### config.mk
export PLATFORM = sky130hd
export DESIGN_NAME = axi_burst_sched
export DESIGN_NICKNAME = d
export VERILOG_FILES = /design/src/rtl/axi_burst_sched.sv
export SDC_FILE = /design/constraint.sdc
export NUM_CORES = 1
export LEC_CHECK = 0
export CAP_MARGIN = 20
export CORE_ASPECT_RATIO = 2
export CORE_MARGIN = 3
export CORE_UTILIZATION = 50
export CTS_CLUSTER_DIAMETER = 200
export DETAILED_ROUTE_END_ITERATION = 16
export MAX_ROUTING_LAYER = met4
export PLACE_DENSITY = 0.78
export RECOVER_POWER = 100
export SLEW_MARGIN = 5
export SYNTH_ARGS = -nofsm -noshare
export SYNTH_HDL_FRONTEND = slang
export SYNTH_SLANG_ARGS = --single-unit
### constraint.sdc
create_clock -name clk -period 6.9 [get_ports clk]
set_clock_uncertainty 0.15 [all_clocks]
set_input_delay 1.38 -clock clk [delete_from_list [all_inputs] [get_ports clk]]
set_output_delay 1.38 -clock clk [all_outputs]
set_load 0.005 [all_outputs]
### src/rtl/axi_burst_sched.sv
// Burst scheduler for a MIG AXI master: arbitrates write/read bursts one at a time
// and walks each direction's address pointer through its circular region.
module axi_burst_sched #(
  parameter int unsigned ADDR_W         = 30,
  parameter int unsigned CNT_W          = 10,
  parameter int unsigned BYTES_PER_BEAT = 8
) (
  input  logic              clk,
  input  logic              rst_n,
  input  logic              calib_done,
  input  logic [ADDR_W-1:0] wr_beg_addr,
  input  logic [ADDR_W-1:0] wr_end_addr,
  input  logic [ADDR_W-1:0] rd_beg_addr,
  input  logic [ADDR_W-1:0] rd_end_addr,
  input  logic [7:0]        wr_burst_len,
  input  logic [7:0]        rd_burst_len,
  input  logic [CNT_W-1:0]  wr_fifo_cnt,
  input  logic [CNT_W-1:0]  rd_fifo_free,
  input  logic              rd_mem_enable,
  input  logic              wr_addr_rst,
  input  logic              rd_addr_rst,
  output logic              wr_start,
  output logic              rd_start,
  output logic [ADDR_W-1:0] wr_addr,
  output logic [ADDR_W-1:0] rd_addr,
  output logic [7:0]        wr_len,
  output logic [7:0]        rd_len,
  input  logic              wr_done,
  input  logic              rd_done,
  input  logic              wr_resp_err,
  input  logic              rd_resp_err,
  output logic              busy,
  output logic              err_flag
);

  localparam int unsigned AW2 = ADDR_W + 2;
  localparam int unsigned CW  = ((CNT_W > 8) ? CNT_W : 8) + 1;

  typedef enum logic [1:0] {IDLE, WR_BUSY, RD_BUSY} state_t;

  state_t            state;
  logic [ADDR_W-1:0] wr_ptr, rd_ptr;
  logic [ADDR_W-1:0] wr_cur, rd_cur;
  logic              last_rd;
  logic              init_pend;
  logic              wr_rst_pend, rd_rst_pend;
  logic              wr_elig, rd_elig, grant_wr, grant_rd;

  // Next burst address; wraps to beg when the following burst would cross last.
  function automatic logic [ADDR_W-1:0] advance(input logic [ADDR_W-1:0] addr,
                                                input logic [ADDR_W-1:0] beg,
                                                input logic [ADDR_W-1:0] last,
                                                input logic [7:0]        len);
    logic [AW2-1:0] step;
    logic [AW2-1:0] nxt;
    step = (AW2'(len) + AW2'(1)) * AW2'(BYTES_PER_BEAT);
    nxt  = AW2'(addr) + step;
    if (nxt + step - AW2'(1) > AW2'(last))
      return beg;
    return nxt[ADDR_W-1:0];
  endfunction

  always_comb begin
    wr_elig  = calib_done && (CW'(wr_fifo_cnt) >= CW'(wr_burst_len) + CW'(1));
    rd_elig  = calib_done && rd_mem_enable &&
               (CW'(rd_fifo_free) >= CW'(rd_burst_len) + CW'(1));
    grant_wr = wr_elig && (!rd_elig || last_rd);
    grant_rd = rd_elig && !grant_wr;
    // A pointer load scheduled for this edge is honoured by a grant on the same edge.
    wr_cur   = (init_pend || wr_addr_rst) ? wr_beg_addr : wr_ptr;
    rd_cur   = (init_pend || rd_addr_rst) ? rd_beg_addr : rd_ptr;
  end

  assign busy = (state != IDLE);

  always_ff @(posedge clk or negedge rst_n) begin
    if (!rst_n) begin
      state       <= IDLE;
      wr_start    <= 1'b0;
      rd_start    <= 1'b0;
      wr_addr     <= '0;
      rd_addr     <= '0;
      wr_len      <= '0;
      rd_len      <= '0;
      err_flag    <= 1'b0;
      wr_ptr      <= '0;
      rd_ptr      <= '0;
      last_rd     <= 1'b1;
      init_pend   <= 1'b1;
      wr_rst_pend <= 1'b0;
      rd_rst_pend <= 1'b0;
    end else begin
      wr_start  <= 1'b0;
      rd_start  <= 1'b0;
      init_pend <= 1'b0;
      if (init_pend || (wr_addr_rst && state != WR_BUSY)) wr_ptr <= wr_beg_addr;
      if (init_pend || (rd_addr_rst && state != RD_BUSY)) rd_ptr <= rd_beg_addr;

      case (state)
        IDLE: begin
          if (grant_wr) begin
            state    <= WR_BUSY;
            wr_start <= 1'b1;
            wr_addr  <= wr_cur;
            wr_len   <= wr_burst_len;
            last_rd  <= 1'b0;
          end else if (grant_rd) begin
            state    <= RD_BUSY;
            rd_start <= 1'b1;
            rd_addr  <= rd_cur;
            rd_len   <= rd_burst_len;
            last_rd  <= 1'b1;
          end
        end
        WR_BUSY: begin
          if (wr_done) begin
            state       <= IDLE;
            wr_rst_pend <= 1'b0;
            if (wr_resp_err) err_flag <= 1'b1;
            if (wr_addr_rst || wr_rst_pend) wr_ptr <= wr_beg_addr;
            else wr_ptr <= advance(wr_addr, wr_beg_addr, wr_end_addr, wr_len);
          end else if (wr_addr_rst) begin
            wr_rst_pend <= 1'b1;
          end
        end
        RD_BUSY: begin
          if (rd_done) begin
            state       <= IDLE;
            rd_rst_pend <= 1'b0;
            if (rd_resp_err) err_flag <= 1'b1;
            if (rd_addr_rst || rd_rst_pend) rd_ptr <= rd_beg_addr;
            else rd_ptr <= advance(rd_addr, rd_beg_addr, rd_end_addr, rd_len);
          end else if (rd_addr_rst) begin
            rd_rst_pend <= 1'b1;
          end
        end
        default: state <= IDLE;
      endcase
    end
  end

endmodule

==> images/cell_classes.png <==
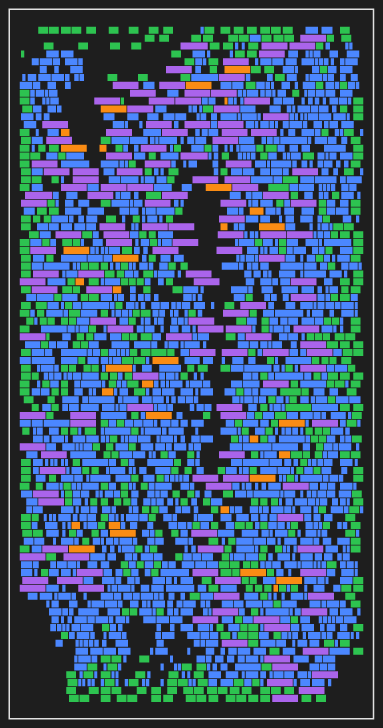
legend:
  other buffers and delay cells:
    colour: green
    cells: 529
  all other logic:
    colour: blue
    cells: 1439
  clock drivers and dummy loads:
    colour: orange
    cells: 32
  flops:
    colour: purple
    cells: 145
Seq area share: 17.23%
CORE AREA: 0.02787 mm²
fin util: 75.66%
row count: 86
final instance area: 0.02109 mm²

==> images/final_congestion.png <==
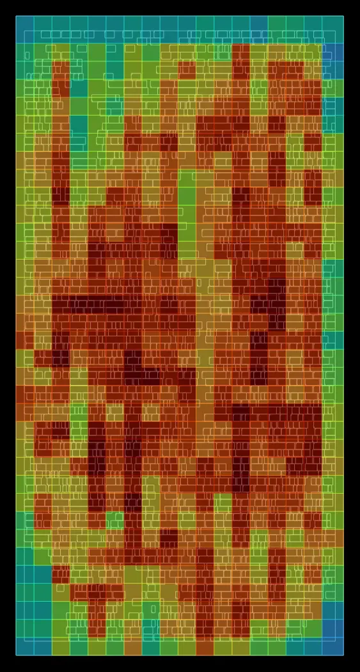
GR Layer Usage met1: 28.62%
M3 GR Usage: 6.185%
GRT busiest layer: met2
Routed WL per cell: 21.92 µm
met2 GRT Util: 63.86%

==> images/density.png <==
Scale bar: 50 µm. The die is cut into 13 by 25 equal tiles; dark blue is low, red is high, 0 to 100% covered.
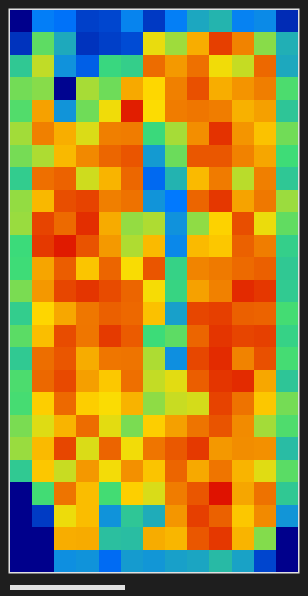
fullest tile: 98%
nearly empty tiles: 3.1%
mean over tiles: 67%

==> images/wire_density.png <==
Scale bar: 50 µm. The die is cut into 13 by 25 equal tiles; dark blue is low, red is high, scaled to the fullest tile. Values are wire area over tile area, all layers added.
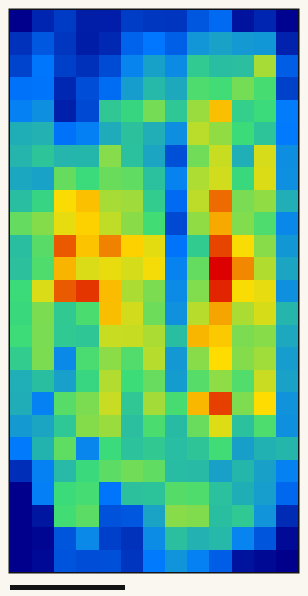
fullest tile: 0.72
tiles over half the peak: 39%
emptiest ninth of the die: top left

==> images/drive_strength.png <==
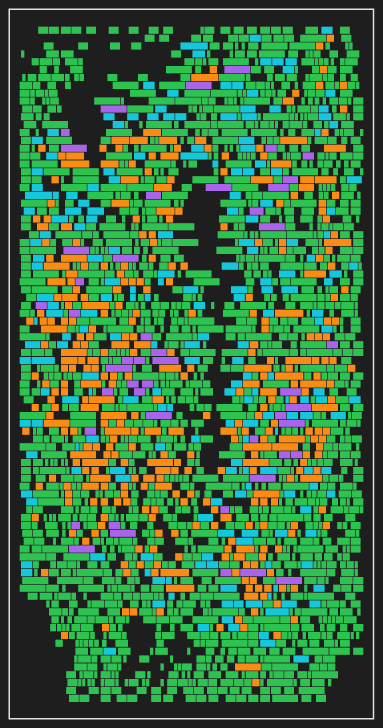
legend:
  drive 6 and up:
    colour: purple
    cells: 47
    share: 2.2%
    most_used: clkbuf_16
  drive 3 to 4:
    colour: orange
    cells: 346
    share: 16%
    most_used: buf_4
  drive 2:
    colour: cyan
    cells: 205
    share: 9.6%
    most_used: mux2_2
  drive 1 or less:
    colour: green
    cells: 1547
    share: 72%
    most_used: inv_1

==> results.toml <==
# implementation run metrics
[yosys]
edf_count = 0
synth_stat.cells = 1623
ys_sh_aoi_pct = 20.29
mux_share_pct = 10.05
ys.flops = 145
floorplan.nets = 1971
ys_seq_share_pct = 25.42
synthFlopType = "dfrtp_1"

[job]
warning_count = 31
maxCapViolations = 1

[clocking]
htree_levels = 4
clock_latency_ns = 0.47

[final_timing]
timing.final.ws_setup_ns = -0.4149
final-setup-viol-count = 56
final.setup.tns_ns = -13.30
hold_viol_final = 0
fin_crit_sh_pct = 106.0
drv_slew = 92

[cells_and_area]
drive_above_1_share_pct = 27.88
layout.cells.non_filler = 2500
comb.multi_input.count = 1220
ff_count = 145
area.growth.synth_to_final_pct = 47.60
buffers = 529
lay_top_count = "buf_4"

[placed_design]
place_congestion = 0.9880

[global_routing]
grt_pass1_vias = 16030

[setup_path]
rr_startpoint = "wr_len[0]$_DFFE_PN0P_"
r2r_end = "wr_ptr[5]$_DFF_PN0_"
required_ns = 7.10
crit_path_frequent_cell = "buf_6"
crit_family = "AND-OR/OR-AND gates"

[drt]
wl_met3_um = 3000

[outcome]
status = "complete, but fails checks"
violations = "capacitance limit, slew limit, setup timing"
## Yosys cell counts, drive strengths merged (10+ instances only)
library cell,count,area share (%)
inv,219,5.8
ha,178,16
dfrtp,143,25
nand2,92,2.4
mux2,91,7.2
xnor2,90,5.5
a21oi,87,3.1
nor2,79,2.1
a21o,67,3.5
o21ai,62,2.2
nand3,46,1.6
mux2i,41,2.9
xor2,38,2.3
a221o,29,2.0
clkbuf,29,0.76
and3,25,1.1
nand4,25,1.1
nor3,24,0.84
o21a,20,1.1
and2,19,0.83
nand2b,19,0.83
a221oi,16,1.3
nor2b,16,0.70
o31ai,15,0.88
a211oi,12,0.67
a31o,11,0.67
buf,11,0.46
nor4,11,0.48
o21bai,11,0.58
a31oi,10,0.54
